**Congestion heat map**

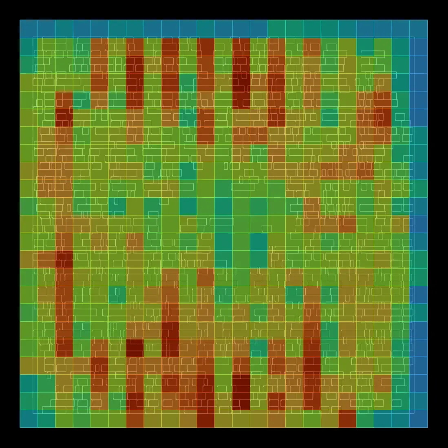
**Ports around the boundary**

Pins as bars across the die edge, other pins in gray.
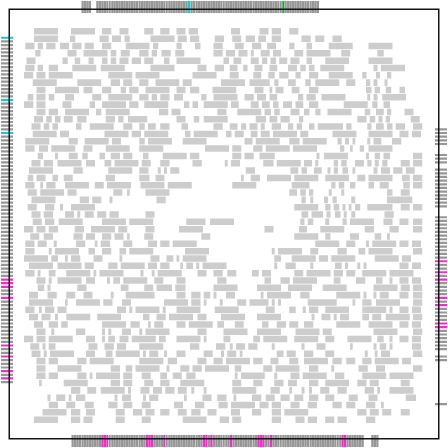
**Metal layers overlaid**

Only two layers are drawn.
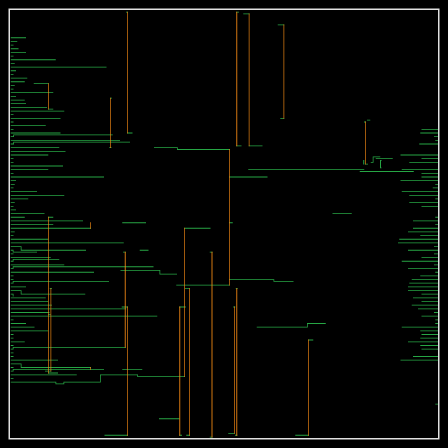
**Placed cells, one color a class**

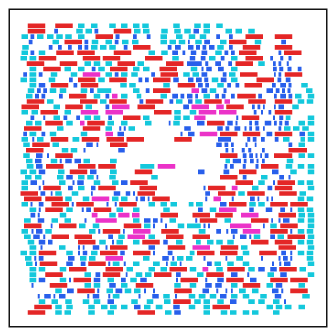
**Clock network drawn from the DEF**

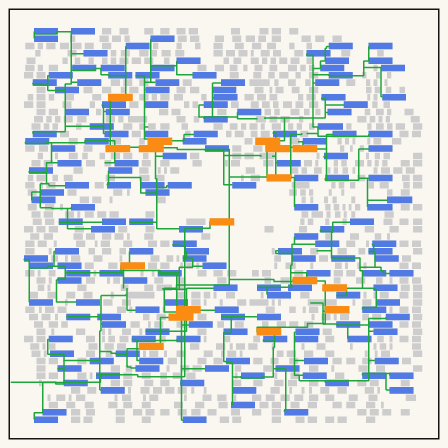
===== src/rtl/decode_execute_reg.sv =====
// Decode->Execute pipeline register with same-cycle Writeback bypass,
// load-use stall/bubble insertion, branch squash and a saturating bubble counter.
module decode_execute_reg #(
  parameter int DATA_W = 32,
  parameter int ADDR_W = 5,
  parameter int CNT_W  = 16
) (
  input  logic              clk,
  input  logic              rst_n,
  input  logic              ValidD,
  input  logic [ADDR_W-1:0] RA1D,
  input  logic [ADDR_W-1:0] RA2D,
  input  logic [ADDR_W-1:0] WA3D,
  input  logic [DATA_W-1:0] RD1D,
  input  logic [DATA_W-1:0] RD2D,
  input  logic [DATA_W-1:0] ExtImmD,
  input  logic [DATA_W-1:0] PCPlus8D,
  input  logic [2:0]        TypeD,
  input  logic [3:0]        ALUControlD,
  input  logic              RegWriteD,
  input  logic              MemWriteD,
  input  logic              BranchD,
  input  logic              RegWriteW,
  input  logic [ADDR_W-1:0] WA3W,
  input  logic [DATA_W-1:0] ResultW,
  input  logic              BranchTakenE,
  input  logic              FlushExt,
  input  logic              ClrCnt,
  output logic              StallD,
  output logic              ValidE,
  output logic [ADDR_W-1:0] RA1E,
  output logic [ADDR_W-1:0] RA2E,
  output logic [ADDR_W-1:0] WA3E,
  output logic [DATA_W-1:0] SrcAE,
  output logic [DATA_W-1:0] SrcBE,
  output logic [DATA_W-1:0] WriteDataE,
  output logic [DATA_W-1:0] PCPlus8E,
  output logic [2:0]        TypeE,
  output logic [3:0]        ALUControlE,
  output logic              RegWriteE,
  output logic              MemWriteE,
  output logic              MemToRegE,
  output logic              BranchE,
  output logic [CNT_W-1:0]  BubbleCnt
);

  localparam logic [2:0] T_REG   = 3'b000;
  localparam logic [2:0] T_IMM   = 3'b001;
  localparam logic [2:0] T_LOAD  = 3'b100;
  localparam logic [2:0] T_STORE = 3'b101;
  localparam logic [2:0] T_NOP   = 3'b111;

  typedef struct packed {
    logic              valid;
    logic [ADDR_W-1:0] ra1;
    logic [ADDR_W-1:0] ra2;
    logic [ADDR_W-1:0] wa3;
    logic [DATA_W-1:0] srca;
    logic [DATA_W-1:0] srcb;
    logic [DATA_W-1:0] wd;
    logic [DATA_W-1:0] pc8;
    logic [2:0]        typ;
    logic [3:0]        aluc;
    logic              rw;
    logic              mw;
    logic              m2r;
    logic              br;
  } e_t;

  localparam e_t BUBBLE = '{valid: 1'b0, ra1: '0, ra2: '0, wa3: '0,
                            srca: '0, srcb: '0, wd: '0, pc8: '0,
                            typ: T_NOP, aluc: '0,
                            rw: 1'b0, mw: 1'b0, m2r: 1'b0, br: 1'b0};

  e_t                e_q;
  e_t                e_load;
  logic              known_type;
  logic              uses_a;
  logic              uses_b;
  logic              lu;
  logic              flush;
  logic              bubble;
  logic [DATA_W-1:0] op_a;
  logic [DATA_W-1:0] op_b;
  logic [CNT_W-1:0]  cnt_q;

  assign known_type = (TypeD == T_REG) | (TypeD == T_IMM) | (TypeD == T_LOAD) | (TypeD == T_STORE);
  assign uses_a     = ValidD & known_type;
  assign uses_b     = ValidD & ((TypeD == T_REG) | (TypeD == T_STORE));

  // Writeback bypass covers the regfile write/read in the same cycle.
  assign op_a = (RegWriteW && (WA3W == RA1D)) ? ResultW : RD1D;
  assign op_b = (RegWriteW && (WA3W == RA2D)) ? ResultW : RD2D;

  assign lu     = e_q.valid & e_q.m2r & e_q.rw &
                  ((uses_a & (RA1D == e_q.wa3)) | (uses_b & (RA2D == e_q.wa3)));
  assign flush  = BranchTakenE | FlushExt;
  assign bubble = flush | lu;
  // A wrong-path decode instruction must not hold the front end.
  assign StallD = lu & ~flush;

  always_comb begin
    // NOTE: a full default first keeps every field assigned on every path, so no latch is inferred.
    e_load       = BUBBLE;
    e_load.valid = ValidD;
    e_load.ra1   = RA1D;
    e_load.ra2   = RA2D;
    e_load.wa3   = WA3D;
    e_load.srca  = op_a;
    e_load.srcb  = (TypeD == T_IMM || TypeD == T_LOAD || TypeD == T_STORE) ? ExtImmD : op_b;
    e_load.wd    = op_b;
    e_load.pc8   = PCPlus8D;
    e_load.typ   = TypeD;
    e_load.aluc  = ALUControlD;
    e_load.rw    = ValidD & known_type & RegWriteD;
    e_load.mw    = ValidD & MemWriteD & (TypeD == T_STORE);
    e_load.m2r   = ValidD & (TypeD == T_LOAD);
    e_load.br    = ValidD & known_type & BranchD;
  end

  // NOTE: sequential state uses non-blocking assignments so every flop samples pre-edge values.
  always_ff @(posedge clk or negedge rst_n) begin
    if (!rst_n)      e_q <= BUBBLE;
    else if (bubble) e_q <= BUBBLE;
    else             e_q <= e_load;
  end

  always_ff @(posedge clk or negedge rst_n) begin
    if (!rst_n)                    cnt_q <= '0;
    else if (ClrCnt)               cnt_q <= '0;
    else if (bubble && cnt_q != '1) cnt_q <= cnt_q + CNT_W'(1);
  end

  assign ValidE      = e_q.valid;
  assign RA1E        = e_q.ra1;
  assign RA2E        = e_q.ra2;
  assign WA3E        = e_q.wa3;
  assign SrcAE       = e_q.srca;
  assign SrcBE       = e_q.srcb;
  assign WriteDataE  = e_q.wd;
  assign PCPlus8E    = e_q.pc8;
  assign TypeE       = e_q.typ;
  assign ALUControlE = e_q.aluc;
  assign RegWriteE   = e_q.rw;
  assign MemWriteE   = e_q.mw;
  assign MemToRegE   = e_q.m2r;
  assign BranchE     = e_q.br;
  assign BubbleCnt   = cnt_q;

endmodule

===== config.mk =====
export PLATFORM = sky130hd
export DESIGN_NAME = decode_execute_reg
export DESIGN_NICKNAME = d
export VERILOG_FILES = /design/src/rtl/decode_execute_reg.sv
export SDC_FILE = /design/constraint.sdc
export NUM_CORES = 1
export LEC_CHECK = 0
export CELL_PAD_IN_SITES_DETAIL_PLACEMENT = 1
export CELL_PAD_IN_SITES_GLOBAL_PLACEMENT = 1
export CORE_MARGIN = 5
export CORE_UTILIZATION = 31
export CTS_CLUSTER_SIZE = 25
export DETAILED_ROUTE_END_ITERATION = 12
export PLACE_DENSITY_LB_ADDON = 0.1
export SLEW_MARGIN = 5
export SYNTH_ARGS = -nofsm -noshare
export SYNTH_HDL_FRONTEND = slang
export SYNTH_SLANG_ARGS = --single-unit

===== constraint.sdc =====
create_clock -name clk -period 4.6 [get_ports clk]
set_clock_uncertainty 0.15 [all_clocks]
set_input_delay 0.92 -clock clk [delete_from_list [all_inputs] [get_ports clk]]
set_output_delay 0.92 -clock clk [all_outputs]
set_load 0.01 [all_outputs]

==> impl_results.rst <==
Physical design figures
=======================

.. list-table::
   :header-rows: 1

   * - Metric
     - Value
   * - Internal Dissipation
     - 2.70 mW
   * - Sum of routed wire segments on met1
     - 9510 µm
   * - Class of the tightest hold or removal check
     - input pin to asynchronous set/reset pin
   * - Grt total ovfl
     - 0
   * - Clock share of power
     - 0.418
   * - Std-Cell Rows
     - 54
   * - Cell count along the critical path
     - 7
   * - Flop count
     - 171
   * - Largest cell class by area
     - sequential cells
   * - Total nets after synthesis
     - 786
   * - Final antenna-violating net count
     - 0
   * - Placed cell count
     - 1202
   * - Critical register-to-register path endpoint
     - SrcBE[25]
   * - MUX share of area
     - 0.0932
   * - Tightest slew margin relative to the limit
     - 0.474
   * - Total of buffers placed on input and output ports
     - 368
   * - Max-Cap Viols
     - 0
   * - Post-Layout Cell Count
     - 1234
   * - Number of hold violations in the final report
     - 0
   * - Highest routed layer
     - met5
   * - Count of pins over their slew limit
     - 0
   * - Status
     - complete, no violations
   * - RSZ-0062 raised after global routing
     - false
   * - Floorplan Utilization
     - 0.315
   * - Worst R2R Start
     - WA3E[3]
   * - Met3 track demand over resource in global routing
     - 0.0783
   * - Storage element area
     - 0.00428 mm²
   * - Number of cells in Yosys stat
     - 588
   * - Xor+xnor area frac
     - 0.0268
   * - Number of buffer and inverter stages on the critical path
     - 2
   * - Count of clock-net buffers in the final layout
     - 17
   * - Insertion delay of the later-clocked pin in the worst-skew pair
     - 420 ps
   * - Part of the power in combinational logic
     - 0.146
## Picture notes: 'congestion heat map'
GR Util met1: 0.217
GRT Util Overall: 0.208

## Picture notes: 'ports around the boundary'
Green stands for ValidE, pins 1, direction output, edge top. Cyan stands for ALUControlD, pins 4, direction input, edge 3 left, 1 top. Magenta stands for ExtImmD, pins 32, direction input, edge 17 bottom, 8 left, 7 right.

## Picture notes: 'metal layers overlaid'
Green stands for met3, wire length 2010 µm. Orange stands for met4, wire length 809 µm.

## Picture notes: 'placed cells, one color a class'
Blue stands for all other logic, cells 373. Magenta stands for clock drivers and dummy loads, cells 32. Red stands for flip-flops, cells 171. Cyan stands for other buffers and delay cells, cells 378.

## Picture notes: 'clock network drawn from the DEF'
Orange stands for cells driving clock nets, count 17. Blue stands for flip-flops, count 171. Green stands for clock wires, length 2250 µm.
Position of the flops: spread over the die.

==> stage by stage <==
step	util	setup WS (ps)
2_1_floorplan	-	1870
3_3_place_gp	0.497	716
6_report	0.526	716
4_1_cts	0.526	693
5_1_grt	0.526	560
3_5_place_dp	0.497	711
==> power by group through the flow <==
stage               registers (mW)  logic (mW)  clock network [mW]
floorplan                     1.64       0.122                   0
global placement              1.61       0.524                   0
detailed placement            1.61       0.535                   0
CTS                           1.58       0.539                1.56
global route                  1.59       0.569                1.63
finish                        1.58       0.529                1.52
==> registers in the layout (all words and copies together) (netlist names), 3 cells and up <==
register     count
WriteDataE      32
ALUControlE      4
SrcBE           32
RA1E             5
WA3E             5
BubbleCnt       16
TypeE            3
PCPlus8E        32
RA2E             5
SrcAE           32
Power figures rest on the tool's default switching activity, not on a simulated workload.
